[src/rtl/instr_fetch_unit.sv]
// rtl/instr_fetch_unit.sv - PC owner, instruction memory requester and prefetch FIFO for the MIPS front end
// Optional macro FETCH_PERF_EN adds the FetchCount/StallCount counters.
module instr_fetch_unit #(
  parameter int unsigned DEPTH    = 4,
  parameter logic [31:0] RESET_PC = 32'h00000000
) (
  input  logic        Clk,
  input  logic        Rst,
  output logic        IMemReq,
  output logic [31:0] IMemAddr,
  input  logic [31:0] IMemRData,
  output logic [31:0] Instruction,
  output logic [31:0] InstrPC,
  output logic [31:0] PCPlus4,
  output logic        InstrValid,
  input  logic        InstrReady,
  input  logic        Redirect,
  input  logic [31:0] RedirectPC,
  input  logic        Halt,
`ifdef FETCH_PERF_EN
  output logic [31:0] FetchCount,
  output logic [31:0] StallCount,
`endif
  output logic        Halted
);
  localparam int AW = $clog2(DEPTH);
  localparam int CW = AW + 2;

  typedef enum logic [1:0] {S_IDLE, S_RUN, S_HALT} state_t;
  state_t state, state_next;

  logic [31:0]   pc;
  logic          inflight;
  logic [31:0]   inflight_addr;
  logic [31:0]   mem_data [DEPTH];
  logic [31:0]   mem_addr [DEPTH];
  logic [AW-1:0] rd_ptr, wr_ptr;
  logic [CW-1:0] count;
  logic [31:0]   last_instr, last_pc, last_pc4;
  logic          pop, push, req;
  logic [CW-1:0] credit_used;

  assign InstrValid  = (count != '0);
  assign pop         = InstrValid & InstrReady;
  // A response whose request was followed by a redirect is dropped.
  assign push        = inflight & ~Redirect;
  assign credit_used = count + CW'(inflight) - CW'(pop);
  assign req         = (state == S_RUN) && !Redirect && (credit_used < CW'(DEPTH));

  assign IMemReq     = req;
  assign IMemAddr    = pc;
  assign Halted      = (state == S_HALT);

  // Head falls through from storage; when empty the last shown values are held.
  assign Instruction = InstrValid ? mem_data[rd_ptr] : last_instr;
  assign InstrPC     = InstrValid ? mem_addr[rd_ptr] : last_pc;
  assign PCPlus4     = InstrValid ? mem_addr[rd_ptr] + 32'd4 : last_pc4;

  always_comb begin
    state_next = state;
    case (state)
      S_IDLE:  state_next = S_RUN;
      S_RUN:   if (!Redirect && Halt) state_next = S_HALT;
      S_HALT:  if (Redirect) state_next = S_RUN;
      default: state_next = S_IDLE;
    endcase
  end

  always_ff @(posedge Clk) begin
    if (!Rst) begin
      state         <= S_IDLE;
      pc            <= RESET_PC;
      inflight      <= 1'b0;
      inflight_addr <= 32'h0;
      rd_ptr        <= '0;
      wr_ptr        <= '0;
      count         <= '0;
      last_instr    <= 32'h0;
      last_pc       <= 32'h0;
      last_pc4      <= 32'h0;
    end else begin
      state <= state_next;
      if (InstrValid) begin
        last_instr <= Instruction;
        last_pc    <= InstrPC;
        last_pc4   <= PCPlus4;
      end
      if (Redirect) begin
        rd_ptr   <= '0;
        wr_ptr   <= '0;
        count    <= '0;
        inflight <= 1'b0;
        pc       <= RedirectPC & 32'hFFFF_FFFC;
      end else begin
        if (push) wr_ptr <= wr_ptr + AW'(1);
        if (pop)  rd_ptr <= rd_ptr + AW'(1);
        count    <= count + CW'(push) - CW'(pop);
        inflight <= req;
        if (req) begin
          inflight_addr <= pc;
          pc            <= pc + 32'd4;
        end
      end
    end
  end

  always_ff @(posedge Clk) begin
    if (Rst && push) begin
      mem_data[wr_ptr] <= IMemRData;
      mem_addr[wr_ptr] <= inflight_addr;
    end
  end

`ifdef FETCH_PERF_EN
  always_ff @(posedge Clk) begin
    if (!Rst) begin
      FetchCount <= 32'h0;
      StallCount <= 32'h0;
    end else begin
      if (pop) FetchCount <= FetchCount + 32'd1;
      if (state == S_RUN && !InstrValid) StallCount <= StallCount + 32'd1;
    end
  end
`endif

endmodule

[config.mk]
export PLATFORM = sky130hd
export DESIGN_NAME = instr_fetch_unit
export DESIGN_NICKNAME = d
export VERILOG_FILES = /design/src/rtl/instr_fetch_unit.sv
export SDC_FILE = /design/constraint.sdc
export NUM_CORES = 1
export LEC_CHECK = 0
export CAP_MARGIN = 0
export CORE_MARGIN = 10
export CORE_UTILIZATION = 48
export CTS_CLUSTER_SIZE = 12
export DETAILED_ROUTE_END_ITERATION = 7
export HOLD_SLACK_MARGIN = 0.15
export PLACE_DENSITY = 0.7
export SETUP_SLACK_MARGIN = 0.5
export SLEW_MARGIN = 20
export SYNTH_ARGS = -nofsm -noshare
export SYNTH_HDL_FRONTEND = slang
export SYNTH_SLANG_ARGS = --single-unit
[constraint.sdc]
create_clock -name Clk -period 6.2 [get_ports Clk]
set_input_delay 1.24 -clock Clk [delete_from_list [all_inputs] [get_ports Clk]]
set_output_delay 1.24 -clock Clk [all_outputs]
set_load 0.01 [all_outputs]
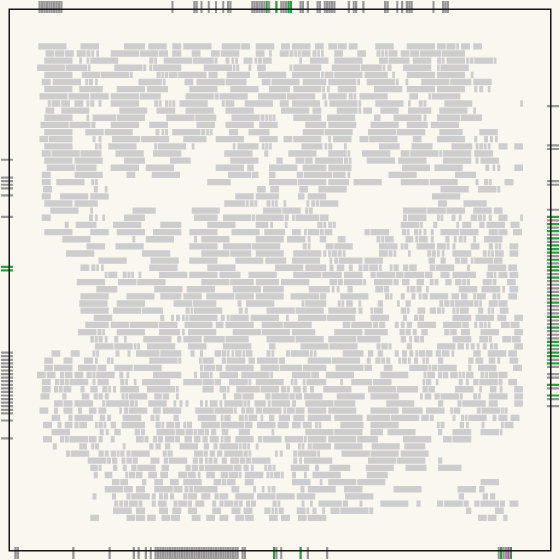
Fig. 1. I/O pins on the die edge (run 1).
Pins as bars across the die edge, other pins in grey.
[green] InstrPC | pins: 32 | direction: output | edge: 22 right, 4 bottom, 4 top, 2 left
[magenta] Rst | pins: 1 | direction: input | edge: bottom
all pins by edge: 58 top, 57 bottom, 56 right, 29 left

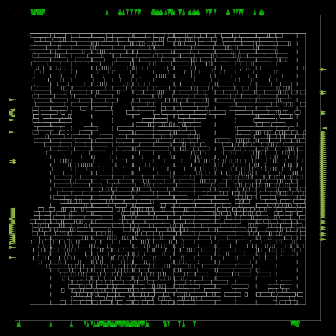
Fig. 2. Placement view (run 1).
Seq/total area: 53.44%
seq_cells: 417

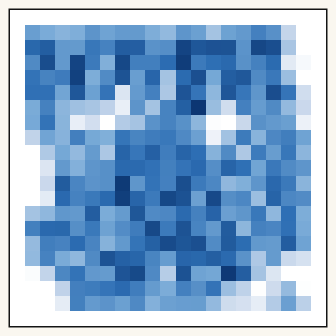
Fig. 3. Placement density heat map (run 1).
The die is cut into 21 by 21 equal tiles; white is low, dark blue is high, 0 to 100% covered.
densest ninth of the die: middle
tiles over 75% full: 18%
nearly empty tiles: 22%

==> results_tabular.tex, run 1 <==
% Implementation results table
\begin{tabular}{lr}
\hline
Metric & Value \\
\hline
\multicolumn{2}{l}{\textbf{STA}} \\
\quad Time the final worst path needs with I/O delays and setup & roughly 5.3 ns \\
\quad Max-slew headroom & 31.84\% \\
\quad Final worst hold slack & between 0.4 and 0.5 ns \\
\quad Maximum frequency from static timing analysis & around 190 MHz \\
\quad Endpoints failing hold & 0 \\
\quad RSZ-0062 raised after global routing & no \\
\quad Fin Setup TNS & 0 ns \\
\quad Clock skew after layout & around 0.017 ns \\
\quad Slew at the pin closest to its max-slew limit & 1.022 ns \\
\quad Final worst path period share & 84.94\% \\
\multicolumn{2}{l}{\textbf{Final layout}} \\
\quad Clk\_buf instances & roughly 70 \\
\quad Share of cells above drive strength 1 & about a tenth \\
\quad Largest class & flip-flops and latches \\
\quad Relative area of non-clock buffer cells in the final design & 10.34\% \\
\quad Registers with the highest flip-flop counts & mem\_data x128, mem\_addr x120 \\
\quad Net count reported at finish & 1,578 \\
\quad Flip-flop count of the largest register, all copies and words added & about 130 \\
\quad Final-layout clock-cell area share & under 10\% \\
\quad Multi-input combinational cell count & between 800 and 900 \\
\quad Final instance area & $\sim$20,000 um\^{}2 \\
\quad Fill cell total of the finished layout & between 2,000 and 3,000 \\
\quad Finished Layout Cells & about 2,000 \\
\quad Count of non-CTS inverters in the layout & 13 \\
\quad Area of combinational cells with multiple inputs & about 5300 um\^{}2 \\
\quad Combinational share of cell area & a little over a quarter \\
\quad Non-CTS buffers & roughly 220 \\
\quad FF/Latch Area & 10,840 um\^{}2 \\
\quad Most frequent cells in the layout & sky130\_fd\_sc\_hd\_\_nand2\_1 (277), sky130\_fd\_sc\_hd\_\_edfxtp\_1 (248), sky130\_fd\_sc\_hd\_\_clkdlybuf4s50\_1 (194) \\
\quad Most frequently placed logic cell in the final layout & sky130\_fd\_sc\_hd\_\_nand2\_1 \\
\quad Area grow syn2layout & 22.65\% \\
\quad Ant. Diodes & 1 \\
\multicolumn{2}{l}{\textbf{Global route}} \\
\quad GR met3 Demand/Resource & 3.318\% \\
\quad Busiest metal layer after global routing & met2 \\
\quad Total grt overflow & 0 \\
\quad Largest net degree at the start of global routing & 74 \\
\quad Via count of the first global-routing pass & 10,812 \\
\quad Initial antenna violation count & 0 \\
\quad GRT met1 Usage & 24.73\% \\
\quad GR Util met2 & 30.56\% \\
\quad Total routing usage reported by global routing & between 15 and 20\% \\
\multicolumn{2}{l}{\textbf{Logic synthesis}} \\
\quad Top cell type by instance count after synthesis & sky130\_fd\_sc\_hd\_\_nand2\_1 \\
\quad Area fraction in compound gates & under 10\% \\
\quad Area fraction in full adders, half adders and majority gates & 0.9536\% \\
\quad Top non-seq family & simple AND/OR/NAND/NOR gates \\
\quad Top cells by count & sky130\_fd\_sc\_hd\_\_nand2\_1 (277), sky130\_fd\_sc\_hd\_\_edfxtp\_1 (248), sky130\_fd\_sc\_hd\_\_dfxtp\_1 (169), sky130\_fd\_sc\_hd\_\_a21oi\_1 (126), sky130\_fd\_sc\_hd\_\_mux4\_2 (62) \\
\quad Synth top area cells & sky130\_fd\_sc\_hd\_\_edfxtp\_1 (45\%), sky130\_fd\_sc\_hd\_\_dfxtp\_1 (20\%), sky130\_fd\_sc\_hd\_\_mux4\_2 (8.4\%) \\
\quad Post-synthesis sequential area ratio & around two thirds \\
\quad Cell variety after synth & $\sim$56 \\
\quad Synthesis area per yosys & 16,530 um\^{}2 \\
\quad Avg Synthesized Cell Area & approximately 13 um\^{}2 \\
\quad Share of flip-flops with an asynchronous set or reset & 0\% \\
\quad Netlist Area Pre-Place & between 15,000 and 20,000 um\^{}2 \\
\quad Cell count in the Yosys report & 1,310 \\
\quad Yosys warning count & 0 \\
\quad Synthesis-stage register bit count & 417 \\
\quad Post-synthesis share of cell area spent on xor and xnor gates & roughly 2.4\% \\
\quad Synth top area share & between 40\% and 50\% \\
\quad Mux area share & between 8 and 9\% \\
\quad Post-synth EDFFs & 248 \\
\multicolumn{2}{l}{\textbf{CTS}} \\
\quad Post-CTS Hold Buffers & 0 \\
\quad Gates resized, CTS repair & 0 \\
\quad Clock-pin slew on the worst setup and hold paths & about 0.050 ns \\
\quad Root Buffer Master & sky130\_fd\_sc\_hd\_\_clkbuf\_16 \\
\quad Clock tree buffer depth & 3 \\
\quad Count of clock tree sinks & 417 \\
\quad CTS H-tree lvls & 2 \\
\multicolumn{2}{l}{\textbf{Placed design}} \\
\quad Final weighted congestion of routability-driven global placement & approximately 0.85 \\
\quad Total placed instance area & between 15,000 and 20,000 um\^{}2 \\
\quad DP HPWL & $\sim$26 mm \\
\quad Port-buffer cells & 195 \\
\quad Cell count after placement & $\sim$1,900 \\
\multicolumn{2}{l}{\textbf{Critical path}} \\
\quad Critical Path, Cell by Cell & clkdlybuf4s50\_1 > nand2\_1 > or2\_2 > ha\_1 > and4b\_1 > a211oi\_2 > mux2i\_1 > or2\_1 > inv\_2 > clkdlybuf4s50\_1 \\
\quad Levels on crit path & 10 \\
\quad WS Path Type & in -> out \\
\quad Worst path top cell family by delay & buffers and inverters \\
\quad Worst Path Required & a little under 5 ns \\
\quad Buffers plus inverters on the worst setup path & 3 \\
\quad Worst r2r path cells & 14 \\
\quad Cell at the slowest stage of the critical path & sky130\_fd\_sc\_hd\_\_clkdlybuf4s50\_1 \\
\quad Capture point of the critical path & IMemReq \\
\quad Most used cell, CP & sky130\_fd\_sc\_hd\_\_clkdlybuf4s50\_1 \\
\quad Worst-case register-to-register setup slack & 1.86 ns \\
\quad Top fanout value on the critical path & 5 \\
\quad R2R Path Start & count[2]\$\_SDFF\_PP0\_ \\
\quad Element type at the critical path end & primary output \\
\quad Startpoint types & input pin \\
\multicolumn{2}{l}{\textbf{Floorplan}} \\
\quad Die height & about 200 um \\
\quad Width of the die & slightly above 200 um \\
\quad Effective utilization at floorplan & roughly half \\
\quad Total die size & roughly 42,000 um\^{}2 \\
\quad Top-level I/O count & $\sim$200 \\
\quad Number of rows created at floorplan & $\sim$67 \\
\multicolumn{2}{l}{\textbf{Routing}} \\
\quad Post-Route WL & around 40 mm \\
\quad Sum of routed wire segments on met1 & 16.90 mm \\
\quad Met2 WL post-DR & $\sim$19 mm \\
\quad Top Layer Used & met4 \\
\quad Via-per-instance ratio & approximately 5.5 \\
\quad Average wire per standard cell & between 20 and 25 um \\
\quad Routed vias & $\sim$11,000 \\
\quad Initial DRC count & between 700 and 800 \\
\multicolumn{2}{l}{\textbf{Pwr}} \\
\quad P\_leak & roughly 7.0 nW \\
\multicolumn{2}{l}{\textbf{Flow run}} \\
\quad Count of warning messages emitted by the tools & 31 \\
\multicolumn{2}{l}{\textbf{Status}} \\
\quad Result of the run & finished, final reports clean \\
\multicolumn{2}{l}{\textbf{Hold path}} \\
\quad Hold path endpoint & last\_instr[21]\$\_SDFFE\_PN0N\_ \\
\quad Cells on Worst Hold Path & 2 \\
\quad Kind of path behind the tightest hold check & reg -> reg \\
\hline
\end{tabular}
==> run 1: metrics by stage <==
step / setup WS, ns / power [mW]
detailed placement: 0.9794 / 7.429
finish: 0.9335 / 9.820
global placement: 0.9860 / 7.366
floorplan: 1.666 / 5.420
CTS: 0.9375 / 9.936
global route: 0.7268 / 10.37
==> run 1: where the power goes <==
group	leakage [nW]	switching, mW	internal [mW]	total, mW
registers	3.65	0.153	3.27	3.43
clock network	0.676	1.02	1.47	2.50
logic	2.66	2.15	1.74	3.90
total	6.99	3.33	6.49	9.82
Fig. 4: run 1, routed clock nets over the placement
Bar = 50 um.
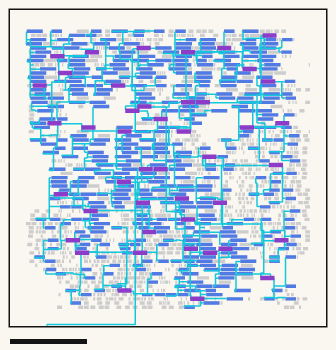

## Run 2: what changed since run 1
==> constraint.sdc (replaced) <==
create_clock -name Clk -period 4.95 [get_ports Clk]
set_input_delay 0.99 -clock Clk [delete_from_list [all_inputs] [get_ports Clk]]
set_output_delay 0.99 -clock Clk [all_outputs]
set_load 0.01 [all_outputs]
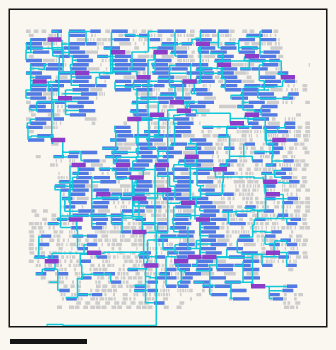
Fig. 5. Routed clock nets over the placement (run 2).
Bar = 50 um.
[blue] flip-flops | count: 417
[cyan] clock wires | length: 4,620 um
[purple] clock-net drivers | count: 43
flops lie: all over the die
routed clock nets: 44

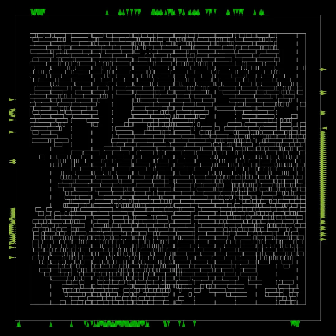
Fig. 6. Placement view (run 2).
Seq/total area: 52.49%
fin util: 61.12%
Finished Layout Cells: 2,008

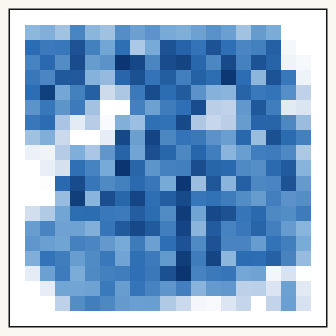
Fig. 7. Placement density heat map (run 2).
The die is cut into 21 by 21 equal tiles; white is low, dark blue is high, 0 to 100% covered.
effective utilization at floorplan: 48.94%
core outline area: 33,780 um^2

==> run 2 against run 1 <==
Effect of this change: sequential cell count is the same; worst hold slack is essentially flat; die size is the same; clock skew grew 0.0031 ns; cell count grew 1.3%; cell area grew 1.8%; critical endpoint is now PCPlus4[25]; largest power group unchanged; highest routed layer unchanged.
==> results_tabular.tex, run 2 <==
% Implementation results table
\begin{tabular}{lr}
\hline
Metric & Value \\
\hline
\multicolumn{2}{l}{\textbf{Final layout}} \\
\quad Clk\_buf instances & $\sim$73 \\
\quad Count of non-CTS inverters in the layout & 13 \\
\quad Final instance area & about 21,000 um\^{}2 \\
\quad Area of combinational cells with multiple inputs & 5388 um\^{}2 \\
\quad Net count reported at finish & 1,608 \\
\quad FF/Latch Area & approximately 11,000 um\^{}2 \\
\quad Combinational share of cell area & 26.09\% \\
\quad Seq\_cells & 417 \\
\quad Ant. Diodes & 0 \\
\quad Flip-flop count of the largest register, all copies and words added & 128 \\
\quad Most frequently placed logic cell in the final layout & sky130\_fd\_sc\_hd\_\_nand2\_1 \\
\quad Fill cell total of the finished layout & roughly 2,600 \\
\quad Registers with the highest flip-flop counts & mem\_data x128, mem\_addr x120 \\
\quad Most frequent cells in the layout & sky130\_fd\_sc\_hd\_\_nand2\_1 (277), sky130\_fd\_sc\_hd\_\_edfxtp\_1 (248), sky130\_fd\_sc\_hd\_\_clkdlybuf4s50\_1 (190) \\
\quad Relative area of non-clock buffer cells in the final design & between 10\% and 20\% \\
\multicolumn{2}{l}{\textbf{Critical path}} \\
\quad Levels on crit path & 11 \\
\quad Critical Path, Cell by Cell & buf\_12 > buf\_12 > mux4\_2 > nand4\_1 > buf\_4 > buf\_4 > nor4\_1 > nor2b\_1 > a31oi\_1 > nand3\_1 > clkdlybuf4s50\_1 \\
\quad Element type at the critical path end & primary output \\
\quad Worst Path Required & between 3 and 4 ns \\
\quad Capture point of the critical path & PCPlus4[25] \\
\quad WS Path Type & reg -> out \\
\quad Cell at the slowest stage of the critical path & sky130\_fd\_sc\_hd\_\_clkdlybuf4s50\_1 \\
\quad Startpoint types & flip-flop \\
\quad R2R Path Start & count[2]\$\_SDFF\_PP0\_ \\
\quad Worst-case register-to-register setup slack & 1.06 ns \\
\multicolumn{2}{l}{\textbf{Routing}} \\
\quad Average wire per standard cell & 20.12 um \\
\quad Via-per-instance ratio & between 5 and 6 \\
\quad Routed vias & $\sim$11,000 \\
\quad Sum of routed wire segments on met1 & between 15 and 20 mm \\
\quad Initial DRC count & about 740 \\
\quad Met2 WL post-DR & slightly below 20 mm \\
\quad Top Layer Used & met4 \\
\multicolumn{2}{l}{\textbf{Logic synthesis}} \\
\quad Synth top area share & between 40\% and 50\% \\
\quad Post-synth EDFFs & $\sim$250 \\
\quad Post-synthesis sequential area ratio & 65.51\% \\
\quad Synthesis area per yosys & 16,530 um\^{}2 \\
\quad Cell variety after synth & between 50 and 60 \\
\quad Avg Synthesized Cell Area & approximately 13 um\^{}2 \\
\quad Top cells by count & sky130\_fd\_sc\_hd\_\_nand2\_1 (277), sky130\_fd\_sc\_hd\_\_edfxtp\_1 (248), sky130\_fd\_sc\_hd\_\_dfxtp\_1 (169), sky130\_fd\_sc\_hd\_\_a21oi\_1 (126), sky130\_fd\_sc\_hd\_\_mux4\_2 (62) \\
\quad Cell count in the Yosys report & approximately 1,300 \\
\quad Netlist Area Pre-Place & roughly 17,000 um\^{}2 \\
\quad Synth top area cells & sky130\_fd\_sc\_hd\_\_edfxtp\_1 (45\%), sky130\_fd\_sc\_hd\_\_dfxtp\_1 (20\%), sky130\_fd\_sc\_hd\_\_mux4\_2 (8.4\%) \\
\quad Synthesis-stage register bit count & 417 \\
\quad Top cell type by instance count after synthesis & sky130\_fd\_sc\_hd\_\_nand2\_1 \\
\multicolumn{2}{l}{\textbf{STA}} \\
\quad Final worst hold slack & 0.4574 ns \\
\quad Endpoints failing hold & 0 \\
\quad Maximum frequency from static timing analysis & about 230 MHz \\
\quad Fin Setup TNS & 0 ns \\
\quad Clock skew after layout & 0.02049 ns \\
\quad Slew at the pin closest to its max-slew limit & around 0.86 ns \\
\quad Final worst path period share & between 80\% and 90\% \\
\quad Time the final worst path needs with I/O delays and setup & 4.365 ns \\
\quad Max-slew headroom & between 40\% and 50\% \\
\multicolumn{2}{l}{\textbf{Placed design}} \\
\quad DP HPWL & roughly 26 mm \\
\quad Final weighted congestion of routability-driven global placement & between 0.8 and 0.9 \\
\quad Port-buffer cells & 195 \\
\quad Total placed instance area & roughly 19,000 um\^{}2 \\
\quad Cell count after placement & $\sim$1,900 \\
\multicolumn{2}{l}{\textbf{CTS}} \\
\quad Clock tree buffer depth & 3 \\
\quad Gates resized, CTS repair & 6 \\
\quad Post-CTS Hold Buffers & 0 \\
\quad CTS H-tree lvls & 2 \\
\multicolumn{2}{l}{\textbf{Global route}} \\
\quad GR met3 Demand/Resource & under 10\% \\
\quad Total routing usage reported by global routing & 18.89\% \\
\quad Busiest metal layer after global routing & met2 \\
\quad GRT met1 Usage & roughly 25\% \\
\quad Largest net degree at the start of global routing & approximately 100 \\
\quad GR Util met2 & between 30\% and 40\% \\
\quad Via count of the first global-routing pass & 10,972 \\
\multicolumn{2}{l}{\textbf{Floorplan}} \\
\quad Top-level I/O count & roughly 200 \\
\multicolumn{2}{l}{\textbf{Hold path}} \\
\quad Kind of path behind the tightest hold check & reg -> reg \\
\multicolumn{2}{l}{\textbf{Status}} \\
\quad Result of the run & finished, final reports clean \\
\multicolumn{2}{l}{\textbf{Flow run}} \\
\quad Count of warning messages emitted by the tools & 33 \\
\multicolumn{2}{l}{\textbf{Pwr}} \\
\quad Pwr Total & about 12 mW \\
\hline
\end{tabular}
run 2: netlist changes by cell type in the layout (fill, tap and decap cells not counted), sizes merged, moves of 3 or more:
| cell | previous run | this run |
|---|---|---|
| clkbuf | 70 | 73 |
| buf | 21 | 51 |
| clkinv | 11 | 6 |
| clkdlybuf4s50 | 194 | 190 |
run 2: logic make-up (layout without fill, tap and decap cells):
group                      after synthesis  in the layout  synth area share (%)
and+or+nand+nor                        460            460                 12.81
DFF                                    417            417                 65.51
buffers and inverters                   88            337                 2.195
AOI/OAI and AO/OA                      221            221                 7.432
other                                    1              2               0.02268
muxes                                   66             66                 8.688
adders and majority gates               12             12                0.9536
xor gates and xnor gates                45             45                 2.384
run 2: power breakdown:
part / switching [mW] / internal, mW
registers: 0.166 / 4.10
clock network: 1.25 / 1.84
logic: 2.74 / 2.24
## Run 3: what changed since run 2
--- a/config.mk
+++ b/config.mk
@@ -5,11 +5,13 @@
 export SDC_FILE = /design/constraint.sdc
 export NUM_CORES = 1
 export LEC_CHECK = 0
-export CAP_MARGIN = 0
+export ABC_CLOCK_PERIOD_IN_PS = 4950
+export CAP_MARGIN = 20
 export CORE_MARGIN = 10
 export CORE_UTILIZATION = 48
 export CTS_CLUSTER_SIZE = 12
 export DETAILED_ROUTE_END_ITERATION = 7
+export GPL_ROUTABILITY_DRIVEN = 0
 export HOLD_SLACK_MARGIN = 0.15
 export PLACE_DENSITY = 0.7
 export SETUP_SLACK_MARGIN = 0.5
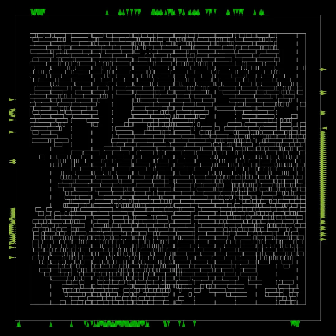
Fig. 8. Placement view (run 3).
number of rows created at floorplan: 67
n_taps: 448
fill cell total of the finished layout: 2,617

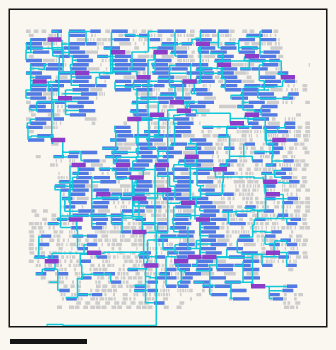
Fig. 9. Routed clock nets over the placement (run 3).
Bar = 50 um.
[cyan] clock wires | length: 4,620 um
[blue] flip-flops | count: 417
[purple] clock-net drivers | count: 43
flops lie: all over the die
routed clock nets: 44

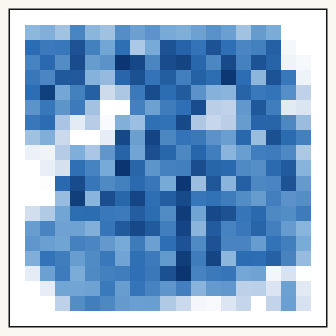
Fig. 10. Placement density heat map (run 3).
The die is cut into 21 by 21 equal tiles; white is low, dark blue is high, 0 to 100% covered.
nearly empty tiles: 22%
tiles over 75% full: 21%
fullest tile: 98%

==> run 3 against run 2 <==
Effect of this change: critical path type unchanged; critical path depth did not move; largest power group unchanged; cell count did not move; maximum frequency did not move; sequential cell count did not move; critical endpoint unchanged; combinational power barely moved; clock power barely moved.
==> results_tabular.tex, run 3 <==
% Implementation results table
\begin{tabular}{lr}
\hline
Metric & Value \\
\hline
\multicolumn{2}{l}{\textbf{Global route}} \\
\quad Largest net degree at the start of global routing & roughly 98 \\
\quad Via count of the first global-routing pass & approximately 11,000 \\
\quad Busiest metal layer after global routing & met2 \\
\quad Total grt overflow & 0 \\
\quad GRT met1 Usage & approximately a quarter \\
\quad Initial antenna violation count & 0 \\
\multicolumn{2}{l}{\textbf{Logic synthesis}} \\
\quad Top cell type by instance count after synthesis & sky130\_fd\_sc\_hd\_\_nand2\_1 \\
\quad Netlist Area Pre-Place & $\sim$17,000 um\^{}2 \\
\quad Post-synth EDFFs & $\sim$250 \\
\quad Post-synthesis sequential area ratio & 65.51\% \\
\quad Synth top area cells & sky130\_fd\_sc\_hd\_\_edfxtp\_1 (45\%), sky130\_fd\_sc\_hd\_\_dfxtp\_1 (20\%), sky130\_fd\_sc\_hd\_\_mux4\_2 (8.4\%) \\
\quad Share of flip-flops with an asynchronous set or reset & 0\% \\
\quad Top cells by count & sky130\_fd\_sc\_hd\_\_nand2\_1 (277), sky130\_fd\_sc\_hd\_\_edfxtp\_1 (248), sky130\_fd\_sc\_hd\_\_dfxtp\_1 (169), sky130\_fd\_sc\_hd\_\_a21oi\_1 (126), sky130\_fd\_sc\_hd\_\_mux4\_2 (62) \\
\quad Synth top area share & a little under half \\
\quad Yosys warning count & 0 \\
\quad Synthesis-stage register bit count & 417 \\
\quad Avg Synthesized Cell Area & roughly 13 um\^{}2 \\
\quad Cell variety after synth & 56 \\
\quad Synthesis area per yosys & around 17,000 um\^{}2 \\
\quad Cell count in the Yosys report & $\sim$1,300 \\
\multicolumn{2}{l}{\textbf{Routing}} \\
\quad Average wire per standard cell & between 20 and 25 um \\
\quad Number of iterations in the first detailed-routing pass & 5 \\
\quad Top Layer Used & met4 \\
\quad Via-per-instance ratio & roughly 5.5 \\
\quad Post-Route WL & 40.41 mm \\
\quad Initial DRC count & roughly 740 \\
\quad Met2 WL post-DR & between 15 and 20 mm \\
\quad Routed vias & $\sim$11,000 \\
\multicolumn{2}{l}{\textbf{CTS}} \\
\quad Clock tree buffer depth & 3 \\
\quad CTS H-tree lvls & 2 \\
\quad Post-CTS Hold Buffers & 0 \\
\quad Count of clock tree sinks & about 420 \\
\quad Gates resized, CTS repair & 6 \\
\quad Root Buffer Master & sky130\_fd\_sc\_hd\_\_clkbuf\_16 \\
\quad Clock-pin slew on the worst setup and hold paths & about 0.060 ns \\
\quad Insertion delay at the late pin of the worst-skew pair & approximately 0.53 ns \\
\multicolumn{2}{l}{\textbf{Placed design}} \\
\quad Total placed instance area & around 19,000 um\^{}2 \\
\quad Port-buffer cells & slightly below 200 \\
\quad Setup slack at placement & about 0.22 ns \\
\quad Cell count after placement & $\sim$1,900 \\
\multicolumn{2}{l}{\textbf{Pwr}} \\
\quad P\_sw & a little over 4 mW \\
\quad Int Pwr & a little over 8 mW \\
\quad P\_leak & around 7 nW \\
\quad Part of the power in registers & $\sim$35\% \\
\quad Power in combinational cells & between 4 and 5 mW \\
\quad Sequential Power & around 4.3 mW \\
\quad Pwr Total & 12.34 mW \\
\quad Clock network fraction of design power & approximately a quarter \\
\quad Fraction of power spent switching nets & 33.71\% \\
\quad Leading power group & combinational cells \\
\quad Gate power share & around two fifths \\
\multicolumn{2}{l}{\textbf{Final layout}} \\
\quad Registers with the highest flip-flop counts & mem\_data x128, mem\_addr x120 \\
\quad Area grow syn2layout & 24.89\% \\
\quad Flip-flop count of the largest register, all copies and words added & between 100 and 150 \\
\quad Final instance area & just over 20,000 um\^{}2 \\
\quad Net count reported at finish & roughly 1,600 \\
\quad Ant. Diodes & 0 \\
\quad Most frequent cells in the layout & sky130\_fd\_sc\_hd\_\_nand2\_1 (277), sky130\_fd\_sc\_hd\_\_edfxtp\_1 (248), sky130\_fd\_sc\_hd\_\_clkdlybuf4s50\_1 (190) \\
\quad Finished Layout Cells & $\sim$2,000 \\
\multicolumn{2}{l}{\textbf{STA}} \\
\quad Maximum frequency from static timing analysis & around 230 MHz \\
\quad Time the final worst path needs with I/O delays and setup & around 4.4 ns \\
\quad Final worst hold slack & between 0.4 and 0.5 ns \\
\quad Fin Setup TNS & 0 ns \\
\quad Min setup slack post-route & $\sim$0.6 ns \\
\quad Clock skew after layout & around 0.02 ns \\
\quad RSZ-0062 raised after global routing & yes \\
\quad Endpoints failing hold & 0 \\
\quad Slew at the pin closest to its max-slew limit & 0.8603 ns \\
\multicolumn{2}{l}{\textbf{Critical path}} \\
\quad Worst path top cell family by delay & buffers and inverters \\
\quad Startpoint types & flip-flop \\
\quad Cell at the slowest stage of the critical path & sky130\_fd\_sc\_hd\_\_clkdlybuf4s50\_1 \\
\quad Top fanout value on the critical path & 14 \\
\quad WS Path Type & reg -> out \\
\quad Critical Path, Cell by Cell & buf\_12 > buf\_12 > mux4\_2 > nand4\_1 > buf\_4 > buf\_4 > nor4\_1 > nor2b\_1 > a31oi\_1 > nand3\_1 > clkdlybuf4s50\_1 \\
\quad Capture point of the critical path & PCPlus4[25] \\
\quad Element type at the critical path end & primary output \\
\quad Buffers plus inverters on the worst setup path & 5 \\
\quad Levels on crit path & 11 \\
\multicolumn{2}{l}{\textbf{Floorplan}} \\
\quad Total die size & 42,270 um\^{}2 \\
\quad Effective utilization at floorplan & 48.94\% \\
\quad Width of the die & around 210 um \\
\quad Die height & roughly 200 um \\
\quad Top-level I/O count & around 200 \\
\quad Core outline area & around 34,000 um\^{}2 \\
\multicolumn{2}{l}{\textbf{Status}} \\
\quad Result of the run & finished, final reports clean \\
\multicolumn{2}{l}{\textbf{Hold path}} \\
\quad Cells on Worst Hold Path & 2 \\
\quad Hold path endpoint & last\_instr[8]\$\_SDFFE\_PN0N\_ \\
\quad Kind of path behind the tightest hold check & reg -> reg \\
\multicolumn{2}{l}{\textbf{Flow run}} \\
\quad Count of warning messages emitted by the tools & 33 \\
\hline
\end{tabular}
## run 3: cell counts in the layout (fill, tap and decap cells not counted)
No cell type changed its count.
## run 3: area by class of cell
| type | count | area [um^2] |
|---|---|---|
| Clock inverter | 5 | 46.29 |
| Inverter | 13 | 52.55 |
| Tap cell | 448 | 560.5 |
| Multi-Input combinational cell | 806 | 5388 |
| Timing Repair Buffer | 246 | 2451 |
| Clock buffer | 73 | 1311 |
| Sequential cell | 417 | 10840 |
| Fill cell | 2617 | 13140 |
## run 3: cell families after synthesis
family / after synthesis / share of synthesized area (%)
buf+inv: 88 / 2.195
fa+ha+maj: 12 / 0.9536
mux: 66 / 8.688
flops: 417 / 65.51
compound gates: 221 / 7.432
other cells: 1 / 0.02268
xor+xnor: 45 / 2.384
simple gates: 460 / 12.81
Power figures rest on the tool's default switching activity, not on a simulated workload.
